### src/rtl/uart_recv_if.sv
// Serial line, rate select and received-byte outputs of the UART receiver.
interface uart_recv_if;
  logic       uart_rx;
  logic [2:0] baud_set;
  logic [7:0] data_byte;
  logic       rx_done;
  logic       frame_err;
  logic       uart_state;

  modport slave  (input  uart_rx, baud_set,
                  output data_byte, rx_done, frame_err, uart_state);
  modport master (output uart_rx, baud_set,
                  input  data_byte, rx_done, frame_err, uart_state);
endinterface

### src/rtl/uart_recv_top.sv
// 8N1 UART receiver: 3-sample majority vote at mid-bit, decision at mid-stop.
//
// state | meaning
// IDLE  | waiting for a synced falling edge on the line
// START | timing the start bit, rejects false starts
// DATA  | shifting in 8 data bits, LSB first
// STOP  | mid-stop decision: rx_done or frame_err, then IDLE
module uart_recv_top #(
  parameter int unsigned CLK_FREQ = 50_000_000
) (
  input logic      clk,
  input logic      nrst,
  uart_recv_if.slave bus
);

  typedef enum logic [1:0] {IDLE, START, DATA, STOP} state_t;

  localparam logic [12:0] DIV_9600   = 13'(CLK_FREQ / 9600);
  localparam logic [12:0] DIV_19200  = 13'(CLK_FREQ / 19200);
  localparam logic [12:0] DIV_38400  = 13'(CLK_FREQ / 38400);
  localparam logic [12:0] DIV_57600  = 13'(CLK_FREQ / 57600);
  localparam logic [12:0] DIV_115200 = 13'(CLK_FREQ / 115200);
  localparam logic [12:0] DIV_230400 = 13'(CLK_FREQ / 230400);
  localparam logic [12:0] DIV_460800 = 13'(CLK_FREQ / 460800);
  localparam logic [12:0] DIV_921600 = 13'(CLK_FREQ / 921600);

  state_t      state, state_nx;
  logic        rx_s1, rx_s2, rx_d, fall;
  logic [12:0] cnt, cnt_nx, div_q, div_nx, div_sel, half;
  logic [2:0]  bit_cnt, bit_cnt_nx;
  logic [7:0]  shift_q, shift_nx, data_q, data_nx;
  logic        smp0, smp1, smp0_nx, smp1_nx, maj;
  logic        at_s0, at_s1, at_dec;
  logic        done_q, done_nx, err_q, err_nx, busy_q;

  assign fall = rx_d & ~rx_s2;

  always_comb begin
    div_sel = DIV_9600;
    case (bus.baud_set)
      3'd0: div_sel = DIV_9600;
      3'd1: div_sel = DIV_19200;
      3'd2: div_sel = DIV_38400;
      3'd3: div_sel = DIV_57600;
      3'd4: div_sel = DIV_115200;
      3'd5: div_sel = DIV_230400;
      3'd6: div_sel = DIV_460800;
      3'd7: div_sel = DIV_921600;
      default: div_sel = DIV_9600;
    endcase
  end

  assign half   = div_q >> 1;
  assign at_s0  = (cnt == half - 13'd1);
  assign at_s1  = (cnt == half);
  assign at_dec = (cnt == half + 13'd1);
  // third vote is the live synced sample taken at the decision offset
  assign maj    = (smp0 & smp1) | (smp0 & rx_s2) | (smp1 & rx_s2);

  always_comb begin
    state_nx   = state;
    cnt_nx     = cnt;
    div_nx     = div_q;
    bit_cnt_nx = bit_cnt;
    shift_nx   = shift_q;
    data_nx    = data_q;
    smp0_nx    = smp0;
    smp1_nx    = smp1;
    done_nx    = 1'b0;
    err_nx     = 1'b0;

    if (state != IDLE) begin
      cnt_nx = (cnt == div_q - 13'd1) ? 13'd0 : cnt + 13'd1;
      if (at_s0) smp0_nx = rx_s2;
      if (at_s1) smp1_nx = rx_s2;
    end

    case (state)
      IDLE: begin
        cnt_nx = 13'd0;
        // the detect cycle itself is offset 0 of the start window
        if (fall) begin
          state_nx = START;
          cnt_nx   = 13'd1;
          div_nx   = div_sel;
        end
      end
      START: begin
        if (at_dec) begin
          if (maj) begin
            state_nx = IDLE;
          end else begin
            state_nx   = DATA;
            bit_cnt_nx = 3'd0;
          end
        end
      end
      DATA: begin
        if (at_dec) begin
          shift_nx   = {maj, shift_q[7:1]};
          bit_cnt_nx = bit_cnt + 3'd1;
          if (bit_cnt == 3'd7) state_nx = STOP;
        end
      end
      STOP: begin
        if (at_dec) begin
          state_nx = IDLE;
          if (maj) begin
            done_nx = 1'b1;
            data_nx = shift_q;
          end else begin
            err_nx = 1'b1;
          end
        end
      end
      default: state_nx = IDLE;
    endcase
  end

  always_ff @(posedge clk or negedge nrst) begin
    if (!nrst) begin
      rx_s1   <= 1'b1;
      rx_s2   <= 1'b1;
      rx_d    <= 1'b1;
      state   <= IDLE;
      cnt     <= 13'd0;
      div_q   <= 13'd0;
      bit_cnt <= 3'd0;
      shift_q <= 8'h00;
      data_q  <= 8'h00;
      smp0    <= 1'b1;
      smp1    <= 1'b1;
      done_q  <= 1'b0;
      err_q   <= 1'b0;
      busy_q  <= 1'b0;
    end else begin
      rx_s1   <= bus.uart_rx;
      rx_s2   <= rx_s1;
      rx_d    <= rx_s2;
      state   <= state_nx;
      cnt     <= cnt_nx;
      div_q   <= div_nx;
      bit_cnt <= bit_cnt_nx;
      shift_q <= shift_nx;
      data_q  <= data_nx;
      smp0    <= smp0_nx;
      smp1    <= smp1_nx;
      done_q  <= done_nx;
      err_q   <= err_nx;
      busy_q  <= (state_nx != IDLE);
    end
  end

  assign bus.data_byte  = data_q;
  assign bus.rx_done    = done_q;
  assign bus.frame_err  = err_q;
  assign bus.uart_state = busy_q;

endmodule
### src/flat_wrapper.sv
// flat-port wrapper written by rule: the top's interface ports become plain ports
module uart_recv_top_flat 
#(
  parameter int unsigned CLK_FREQ = 50_000_000
)
  (clk, nrst, bus_uart_rx, bus_baud_set, bus_data_byte, bus_rx_done, bus_frame_err, bus_uart_state);
  uart_recv_if bus_i ();
  input logic clk;
  input logic nrst;
  input wire logic [$bits(bus_i.uart_rx)-1:0] bus_uart_rx;
  input wire logic [$bits(bus_i.baud_set)-1:0] bus_baud_set;
  output wire logic [$bits(bus_i.data_byte)-1:0] bus_data_byte;
  output wire logic [$bits(bus_i.rx_done)-1:0] bus_rx_done;
  output wire logic [$bits(bus_i.frame_err)-1:0] bus_frame_err;
  output wire logic [$bits(bus_i.uart_state)-1:0] bus_uart_state;
  assign bus_i.uart_rx = bus_uart_rx;
  assign bus_i.baud_set = bus_baud_set;
  assign bus_data_byte = bus_i.data_byte;
  assign bus_rx_done = bus_i.rx_done;
  assign bus_frame_err = bus_i.frame_err;
  assign bus_uart_state = bus_i.uart_state;
  uart_recv_top #(.CLK_FREQ(CLK_FREQ)) u_core (.clk(clk), .nrst(nrst), .bus(bus_i));
endmodule
### config.mk
export PLATFORM = sky130hd
export DESIGN_NAME = uart_recv_top_flat
export DESIGN_NICKNAME = d
export VERILOG_FILES = /design/src/rtl/uart_recv_if.sv /design/src/rtl/uart_recv_top.sv /design/src/flat_wrapper.sv
export SDC_FILE = /design/constraint.sdc
export NUM_CORES = 1
export LEC_CHECK = 0
export ABC_AREA = 1
export CAP_MARGIN = 10
export CORE_MARGIN = 1.5
export CORE_UTILIZATION = 47
export CTS_CLUSTER_SIZE = 12
export DETAILED_ROUTE_END_ITERATION = 10
export PLACE_DENSITY_LB_ADDON = 0.12
export REMOVE_ABC_BUFFERS = 1
export SYNTH_ARGS = -nofsm -noshare
export SYNTH_HDL_FRONTEND = slang
export SYNTH_SLANG_ARGS = --single-unit
### constraint.sdc
create_clock -name clk -period 2 [get_ports clk]
set_clock_uncertainty 0.05 [all_clocks]
set_input_delay 0.4 -clock clk [delete_from_list [all_inputs] [get_ports clk]]
set_output_delay 0.4 -clock clk [all_outputs]
set_load 0.05 [all_outputs]
### Metal 1

Scale: 4 px per micron. Supply wires on this layer in grey.
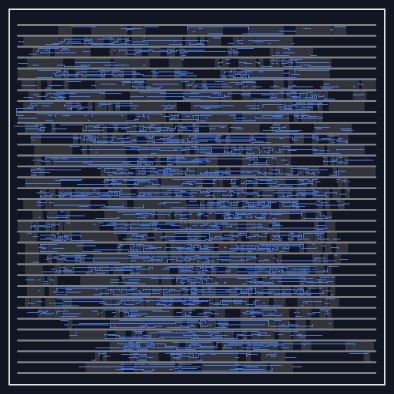
The longest straight run is 50.6 microns. The layer carries 4610 microns of wire. 570 nets have wire on it.
met1 Use GR: 33.13%
Routed WL: 9.717 mm
vias post-DR: 3471

==> results.py <==
# Auto-generated metrics
metrics = {
    "clock_tree": {
        "cts_max_level": 2,
        "numCtsBuffers": 5,
        "path_clk_slew_ns": 0.11,
        "clockRootBuffer": "clkbuf_8",
        "clock_latency_ns": 0.31,
        "cts_tree": "built",
        "hold_buffers": 0,
        "cts_sinks": 55,
        "clockBufferDepth": 2,
    },
    "global_routing": {
        "grt_pass1_wl_mm": 15.89,
        "antenna_found_initial": 0,
        "grt_pass1_vias": 3391,
        "grt_overflow_total": 0,
        "grt_max_degree": 56,
        "track_usage_pct": 23.34,
    },
    "worst_setup_path": {
        "max_stage_delay_ns": 0.46,
        "crit_buf_inv": 3,
        "path_delay_family": "simple AND/OR/NAND/NOR gates",
        "cp.arrival_ns": 2.23,
        "slowest_stage": "dfrtp_2",
        "crit_type": "register to register",
        "critPathLaunchType": "register",
        "worstPathCellList": "buf_4 -> buf_4 -> nor2_4 -> nand2_4 -> nor2_4 -> xor2_2 -> o211ai_1 -> nor2_2 -> nand3_2 -> nand2_2 -> buf_12 -> nor2_1",
        "critPathMaxFanout": 10,
        "endpoint_kind": "register",
        "required_ns": 2.14,
    },
    "detailed_routing": {
        "drc": 0,
        "drtIter0Drc": 231,
        "drt_first_pass_iters": 5,
        "wire_per_inst_microns": 13.92,
        "vias_per_cell": 4.973,
        "ant_nets": 0,
    },
    "synthesis": {
        "synth_dominant_cell_count": "nand2_1",
        "yosysTopAreaCell": "dfrtp_1",
        "top_cell_area_share_pct": 32.51,
        "topCellsByArea": "dfrtp_1 33%, nand2_1 12%, xor2_1 7.7%",
        "ys_area_sq_um": 3849,
        "ys_seq_share_pct": 35.92,
        "synthArstFlopShare_pct": 100.0,
        "yosysCellCount": 515,
        "ys.flop_type": "dfrtp_1",
        "ys_types": 40,
        "postSynthAreaPerCell_sq_um": 7.473,
        "netlist_area_sq_um": 3849,
        "yosysWarnings": 0,
        "ys.flops": 55,
        "yosys-top-cells-count": "127 x nand2_1, 68 x nor2_1, 56 x inv_1, 50 x dfrtp_1, 35 x nand3_1",
        "edf_count": 0,
        "syn_inst": 515,
    },
    "job": {
        "warnings": 32,
        "maxCapViolCount": 0,
    },
    "power": {
        "pwr-share-clk_pct": 11.9,
        "switching_power_w": 0.002877,
        "ir_worst_vdd_mv": 0.5955,
        "switching_share_pct": 44.99,
        "p_leak_nw": 2.317,
        "p_comb_share_pct": 60.3,
        "powerDensity_nw_per_um2": 1282,
        "seq_power_share_pct": 27.8,
        "p_total_w": 0.006394,
        "intPower_w": 0.003518,
    },
    "placement": {
        "gp_congestion": 0.9473,
        "dp_cells": 680,
        "port_buffers": 16,
        "dp_hpwl_mm": 7.337,
    },
    "min_path": {
        "hold_class": "input port to asynchronous set/reset pin",
    },
    "timing": {
        "final_hold_viol_count": 0,
        "slew_headroom_pct": 66.76,
        "tns_ns": -1.179,
        "setup_viol": 30,
        "rsz0062_at_grt": "yes",
        "report.final.slew_viol_count": 0,
        "finalClockPeriodUsage_pct": 104.3,
        "worst_slew_pin_slew_ns": 0.4970,
        "fmax_mhz": 479.3,
        "setup_ws_ns": -0.08657,
        "period_minus_slack_ns": 2.087,
    },
    "die": {
        "initial_core_util_pct": 49.29,
        "die_area_sq_um": 8740,
        "dieHeight_microns": 93.49,
        "io_pins": 17,
        "design.core.area_sq_um": 7807,
    },
    "layout": {
        "insertedDiodeCount": 0,
        "finalNonFillerCells": 698,
        "nets": 612,
        "final_util_pct": 63.88,
        "syn_to_final_growth_pct": 29.58,
        "final_layout_size_suffix_gt1_share_pct": 31.88,
    },
    "outcome": {
        "violations": "setup timing",
        "outcome": "finished, violations left",
    },
}
### Met2 routing

Scale: 4 px per micron.
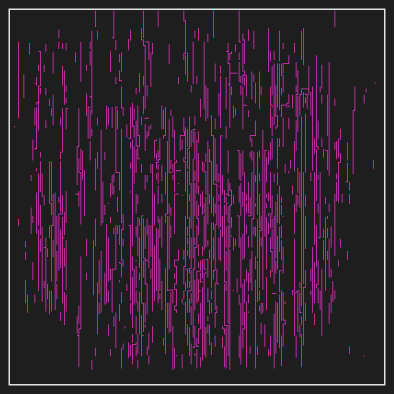
491 nets have wire on it. The longest straight run is 47.3 microns. The layer carries 4550 microns of wire. The wires run mostly vertical.
met2 usage: 37.26%

cells by family after synthesis:
family,after synthesis,synth area share [%]
buffers and inverters,82,9.655
AND-OR/OR-AND,49,7.737
AND/OR/NAND/NOR,269,31.21
XOR/XNOR,49,11.90
flip-flops,55,35.92
adder cells (fa/ha/maj),11,3.576
routing by layer:
layer	track usage, %	wire length (microns)	vias to the layer above
met2	37.26	4549	72
met3	3.252	416	14
met5	0	0	-
met1	33.13	4609	1621
li1	-	-	1764
met4	6.061	141	0
per-stage QoR:
step	cell area, sq um	hold slack, ns	setup slack (ns)
detailed placement	4536	0.2982	-0.1383
global placement	4536	0.2956	-0.06597
floorplan	3722	0.05441	-0.2166
global route	4987	0.03118	-0.1972
CTS	4753	0.03490	-0.1108
finish	4987	0.0009180	-0.08657
power groups by stage:
stage	Combinational (W)	Sequential, W	Clock, W
2_1_floorplan	0.00190	0.00171	0
3_3_place_gp	0.00320	0.00171	0
3_5_place_dp	0.00324	0.00173	0
4_1_cts	0.00340	0.00172	0.000780
5_1_grt	0.00421	0.00181	0.000814
6_report	0.00386	0.00178	0.000759
registers in the layout, indices dropped and copies added (netlist names):
signal	flops
u_core.cnt	13
u_core.div_q	13
u_core.bus.data_byte	8
u_core.shift_q	8
u_core.bit_cnt	3
u_core.state	2
u_core.bus.frame_err	1
u_core.bus.rx_done	1
u_core.bus.uart_state	1
u_core.rx_d	1
u_core.rx_s1	1
u_core.rx_s2	1
u_core.smp0	1
u_core.smp1	1
repair_timing:
action | in CTS | in global routing
pin swaps | 4 | 16
resized | 28 | 53
setup buffers | 1 | 9
endpoints found under the setup margin | 36 | 38
cells in the final DEF, fill, tap and decap left out, drive strengths merged:
| cell | instances |
|---|---|
| nor2 | 74 |
| o211ai | 2 |
| xnor2 | 12 |
| nor3 | 3 |
| xor2 | 36 |
| or2 | 2 |
| o21ai | 34 |
| o21a | 4 |
| nand3 | 37 |
| nand4 | 9 |
| clkdlybuf4s50 | 15 |
| clkbuf | 6 |
| buf | 75 |
| inv | 63 |
| a31oi | 2 |
| o22ai | 1 |
| nand2 | 137 |
| bufinv | 1 |
| and2 | 1 |
| xnor3 | 1 |
| nand3b | 4 |
| a21oi | 6 |
| ha | 11 |
| clkinv | 3 |
| dfstp | 5 |
| nor4 | 2 |
| dfrtp | 50 |
layout make-up:
class / count / area (sq um)
Fill cell: 698 / 2820
Multi-Input combinational cell: 378 / 2331
Sequential cell: 55 / 1396
Timing Repair Buffer: 90 / 775.7
Inverter: 65 / 245.2
Tap cell: 102 / 127.6
Clock buffer: 6 / 72.57
Clock inverter: 2 / 38.79
final timing paths:
path	startpoint	endpoint	slack, ns	cells after the start
min	nrst	u_core.div_q[1]	0.0009	2
max reg2reg	u_core.div_q[2]	u_core.cnt[7]	-0.09	12
min in group clk	u_core.rx_s1	u_core.rx_s2	0.31	0
max in group asynchronous	nrst	u_core.smp1	1.58	2
max	u_core.div_q[2]	u_core.cnt[7]	-0.09	12
min reg2reg	u_core.rx_s1	u_core.rx_s2	0.31	0
Power is estimated from default activity; no workload was simulated.
